**src/rtl/conv3x3_seq.sv**
```systemverilog
// conv3x3_seq: sequences a combinational 3x3 MAC across a whole feature map
// (stride 1, no padding). For each output pixel it fetches the 3x3 input
// window from a synchronous feature RAM, holds it on mac_win with the kernel,
// bias and relu setting latched at start, captures the MAC result and writes
// it to the output RAM. Each output takes 12 cycles: 9 fetch, 1 last-capture,
// 1 calc, 1 write.
//
// Ports:
//   clk, rst                 clock, asynchronous active-high reset
//   start                    one-cycle run request (accepted only in idle)
//   kernel, bias, relu_en    MAC settings, latched on an accepted start
//   busy, done               run in progress / one-cycle completion pulse
//   rd_en, rd_addr, rd_data  feature RAM port (data one cycle after rd_en)
//   mac_win, mac_kern,
//   mac_bias, mac_relu       operands to the MAC (element 0 in the MSBs)
//   mac_dout                 combinational MAC result
//   wr_en, wr_addr, wr_data  output RAM write port
module conv3x3_seq #(
  parameter int unsigned IMG_W     = 8,
  parameter int unsigned IMG_H     = 8,
  parameter int unsigned DATA_SIZE = 8,
  parameter int unsigned ADDR_W    = 16
) (
  input  logic                   clk,
  input  logic                   rst,
  input  logic                   start,
  input  logic [9*DATA_SIZE-1:0] kernel,
  input  logic [DATA_SIZE-1:0]   bias,
  input  logic                   relu_en,
  output logic                   busy,
  output logic                   done,
  output logic                   rd_en,
  output logic [ADDR_W-1:0]      rd_addr,
  input  logic [DATA_SIZE-1:0]   rd_data,
  output logic [9*DATA_SIZE-1:0] mac_win,
  output logic [9*DATA_SIZE-1:0] mac_kern,
  output logic [DATA_SIZE-1:0]   mac_bias,
  output logic                   mac_relu,
  input  logic [DATA_SIZE-1:0]   mac_dout,
  output logic                   wr_en,
  output logic [ADDR_W-1:0]      wr_addr,
  output logic [DATA_SIZE-1:0]   wr_data
);

  localparam logic [ADDR_W-1:0] ImgW    = ADDR_W'(IMG_W);
  localparam logic [ADDR_W-1:0] OutW    = ADDR_W'(IMG_W - 2);
  localparam logic [ADDR_W-1:0] ColLast = ADDR_W'(IMG_W - 3);
  localparam logic [ADDR_W-1:0] RowLast = ADDR_W'(IMG_H - 3);

  typedef enum logic [2:0] {
    StIdle,
    StFetch,
    StLast,
    StCalc,
    StWrite,
    StDone
  } state_e;

  state_e state_q, state_d;

  logic [ADDR_W-1:0]    row_q, col_q;
  logic [3:0]           k_q;
  logic [DATA_SIZE-1:0] win_q [9];

  logic                 col_wrap;
  logic                 last_out;
  logic [ADDR_W-1:0]    k_row, k_col;
  logic [ADDR_W-1:0]    fetch_addr;

  assign col_wrap = (col_q == ColLast);
  assign last_out = col_wrap && (row_q == RowLast);

  // Window tap k maps to row offset k/3 and column offset k%3.
  assign k_row      = ADDR_W'(k_q / 4'd3);
  assign k_col      = ADDR_W'(k_q % 4'd3);
  assign fetch_addr = (row_q + k_row) * ImgW + col_q + k_col;

  // State register.
  always_ff @(posedge clk or posedge rst) begin
    if (rst) begin
      state_q <= StIdle;
    end else begin
      state_q <= state_d;
    end
  end

  // Next-state logic.
  always_comb begin
    state_d = state_q;
    case (state_q)
      StIdle:  if (start) state_d = StFetch;
      StFetch: if (k_q == 4'd8) state_d = StLast;
      StLast:  state_d = StCalc;
      StCalc:  state_d = StWrite;
      StWrite: state_d = last_out ? StDone : StFetch;
      StDone:  state_d = StIdle;
      default: state_d = StIdle;
    endcase
  end

  // Output decode.
  always_comb begin
    busy    = (state_q != StIdle);
    done    = (state_q == StDone);
    rd_en   = (state_q == StFetch);
    wr_en   = (state_q == StWrite);
    rd_addr = rd_en ? fetch_addr : '0;
  end

  // Datapath: counters, window slots, latched MAC settings, write result.
  always_ff @(posedge clk or posedge rst) begin
    if (rst) begin
      row_q    <= '0;
      col_q    <= '0;
      k_q      <= '0;
      mac_kern <= '0;
      mac_bias <= '0;
      mac_relu <= 1'b0;
      wr_addr  <= '0;
      wr_data  <= '0;
      for (int i = 0; i < 9; i++) begin
        win_q[i] <= '0;
      end
    end else begin
      case (state_q)
        StIdle: begin
          if (start) begin
            mac_kern <= kernel;
            mac_bias <= bias;
            mac_relu <= relu_en;
            row_q    <= '0;
            col_q    <= '0;
            k_q      <= '0;
          end
        end
        StFetch: begin
          // Data from the read issued last cycle belongs to slot k-1.
          if (k_q != 4'd0) begin
            win_q[k_q - 4'd1] <= rd_data;
          end
          k_q <= k_q + 4'd1;
        end
        StLast: begin
          win_q[8] <= rd_data;
          k_q      <= '0;
        end
        StCalc: begin
          wr_data <= mac_dout;
          wr_addr <= row_q * OutW + col_q;
        end
        StWrite: begin
          if (col_wrap) begin
            col_q <= '0;
            row_q <= row_q + ADDR_W'(1);
          end else begin
            col_q <= col_q + ADDR_W'(1);
          end
        end
        default: ;
      endcase
    end
  end

  // Pack the window slots, slot 0 in the MSBs.
  always_comb begin
    mac_win = '0;
    for (int i = 0; i < 9; i++) begin
      mac_win[DATA_SIZE*(8-i) +: DATA_SIZE] = win_q[i];
    end
  end

endmodule

```
**config.mk**
```make
export PLATFORM = sky130hd
export DESIGN_NAME = conv3x3_seq
export DESIGN_NICKNAME = d
export VERILOG_FILES = /design/src/rtl/conv3x3_seq.sv
export SDC_FILE = /design/constraint.sdc
export NUM_CORES = 1
export LEC_CHECK = 0
export ABC_AREA = 1
export CAP_MARGIN = 20
export CORE_UTILIZATION = 30
export CTS_BUF_LIST = sky130_fd_sc_hd__clkbuf_4 sky130_fd_sc_hd__clkbuf_8
export DETAILED_ROUTE_END_ITERATION = 10
export DONT_BUFFER_PORTS = 1
export HOLD_SLACK_MARGIN = 0.03
export PLACE_DENSITY = 0.55
export RECOVER_POWER = 50
export SYNTH_ARGS = -nofsm -noshare
export SYNTH_HDL_FRONTEND = slang
export SYNTH_SLANG_ARGS = --single-unit
```
**constraint.sdc**
```tcl
create_clock -name clk -period 19.9 [get_ports clk]
set_input_delay 1.99 -clock clk [delete_from_list [all_inputs] [get_ports clk]]
set_output_delay 1.99 -clock clk [all_outputs]
set_load 0.02 [all_outputs]
```
==> results.cfg <==
; physical design summary
[critical_path]
worstSetupEndpointType = primary output
crit_cells = 28
critPathMaxFanout = 9
crit_required_ns = 17.91
r2r_cells = 9
cp_common_cell = inv_1

[synth]
netlist.area_leader.share = 0.444
synth_cell_types = 54
synth_chip_area_um2 = 12200
synth_seq_share = 0.444
async_flop_share = 1.00
most_common_cell = nand2_1
ff_type = dfrtp_1

[flow_run]
drv_cap = 4

[run_status]
violations = capacitance limit, slew limit
status = finished with violations

[floorplanning]
row_count = 73

[global_route]
gr-total-overflow = 0
grt_util_all_layers = 0.157

[sta]
final_hold_viol_count = 0
worstMarginPinSlew_ns = 3.90
clock.fmax_ghz = 0.124
holdWs_ns = 0.522
drv_slew = 322

[routing]
post_drt_wl_per_cell_um = 16.6
first_pass_iters = 5

[worst_hold_path]
hp-class = reg -> reg
min-delay-start = state_q[0]
min_to = state_q[0]

[final_layout]
postLayoutCoreUtil = 0.337
insertedDiodeCount = 0

[cts]
cts_hold_buffers = 0
cts_resized = 0
cts_tree = built

[place]
place.port_buffers = 0
place_congestion = 0.879

[pwr]
ir_worst_vdd_mv = 0.0835
-- cell families (layout without fill, tap and decap cells) --
| group | after synthesis | after routing | synth area share |
|---|---|---|---|
| xor+xnor | 47 | 47 | 0.0338 |
| simple gates | 614 | 614 | 0.224 |
| flops | 216 | 216 | 0.444 |
| mux | 74 | 74 | 0.0683 |
| buf+inv | 176 | 224 | 0.0574 |
| fa+ha+maj | 83 | 83 | 0.0951 |
| compound gates | 165 | 165 | 0.0774 |
-- per-stage QoR --
| stage | instances | area, um2 |
|---|---|---|
| after floorplan | 1375 | 12200 |
| after global placement | 1877 | 12800 |
| after detailed placement | 1877 | 12800 |
| after CTS | 1948 | 13600 |
| after global routing | 1948 | 13400 |
| final | 1948 | 13400 |
-- cells in the final DEF, fill, tap and decap left out, types with 21 or more instances in the layout --
cell type  instances
a21oi_1           59
clkbuf_8          50
dfrtp_1          216
ha_1              67
inv_1            135
mux2_2            57
nand2_1          416
nand3_1           56
nor2_1            73
nor3_1            21
o21ai_0           59
xor2_1            34
-- area by class of cell --
class,count,area share
clock buffers,64,0.0590
clock inverters,7,0.00465
inverters,146,0.0416
multi-input cells,983,0.441
flip-flops and latches,216,0.402
well taps,525,0.0489
repair buffers,7,0.00279
-- report_power, final --
| group | internal [mW] | switching (mW) |
|---|---|---|
| clock network | 0.255 | 0.194 |
| logic | 0.289 | 0.501 |
| registers | 0.615 | 0.361 |
| total | 1.16 | 1.06 |
-- state kept, by name, indices dropped and copies added (netlist names) --
register and flops:
mac_kern 72, mac_win 72, col_q 16, row_q 16, wr_addr 16, mac_bias 8
wr_data 8, k_q 4, state_q 3, mac_relu 1
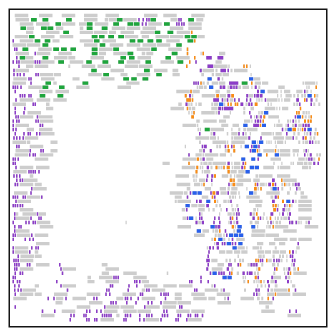
*Gate families picked out*
[mux cells] green | cells: 74
[xor and xnor cells] blue | cells: 47
[nand cells] purple | cells: 500 | where: all over the die
[nor cells] orange | cells: 106

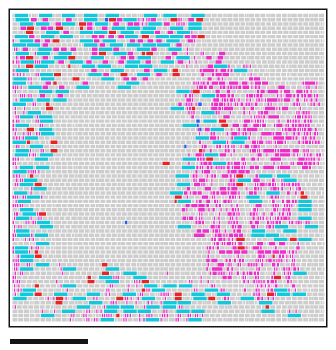
*Placement by cell class*
Bar = 50 um. Fill, decap, tap and diode cells in grey.
[combinational and other logic] magenta | cells: 1129 | share of their area: 51%
[remaining buffers and delay cells] blue | cells: 7 | share of their area: 0.29%
[sequential cells] cyan | cells: 216 | share of their area: 42%
[clock drivers and dummy loads] red | cells: 71 | share of their area: 6.7%

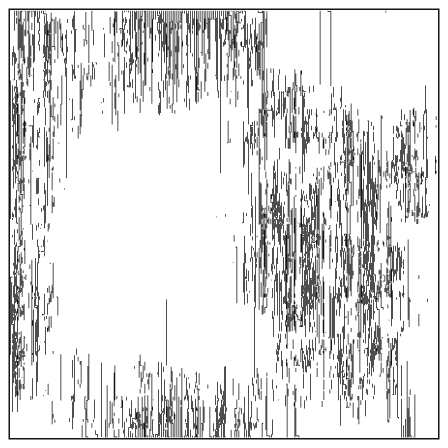
*The metal 2 layer*
share of all routed wire: 48%
main direction: vertical

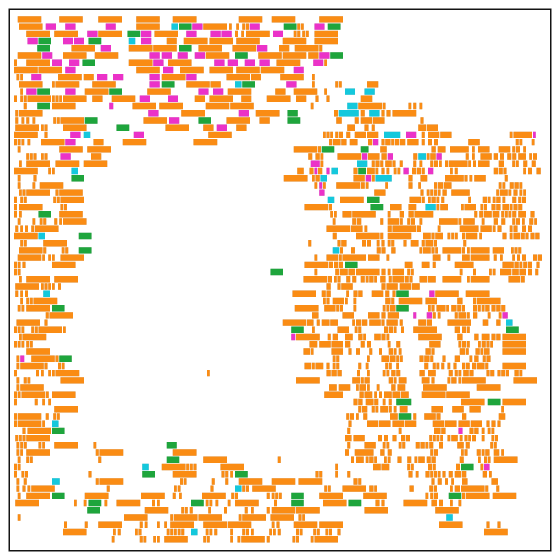
*Cell sizes after repair*
[_3 and _4 cells] cyan | cells: 28
[_6 and larger] green | cells: 55
[_2 cells] magenta | cells: 79
[_0 and _1 cells] orange | cells: 1261

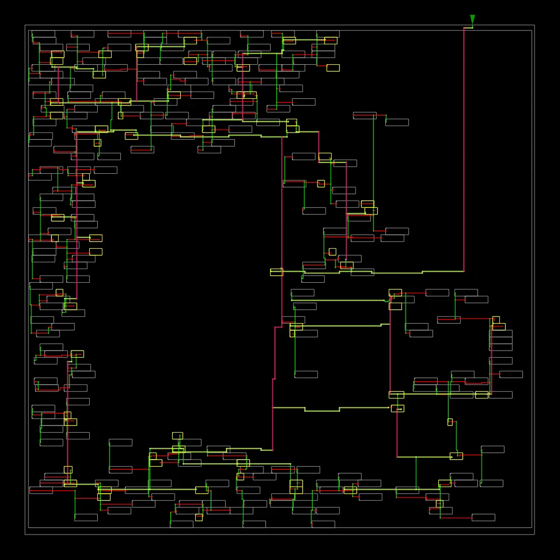
*Clock wiring as the flow saved it*
clock latency on the worst-skew pair: 0.58 ns
Clk. pwr: 449 uW
Setup Skew: 0.0224 ns
clock buf count: 64
CTS buffer count: 40

Power and IR drop assume default switching activity.
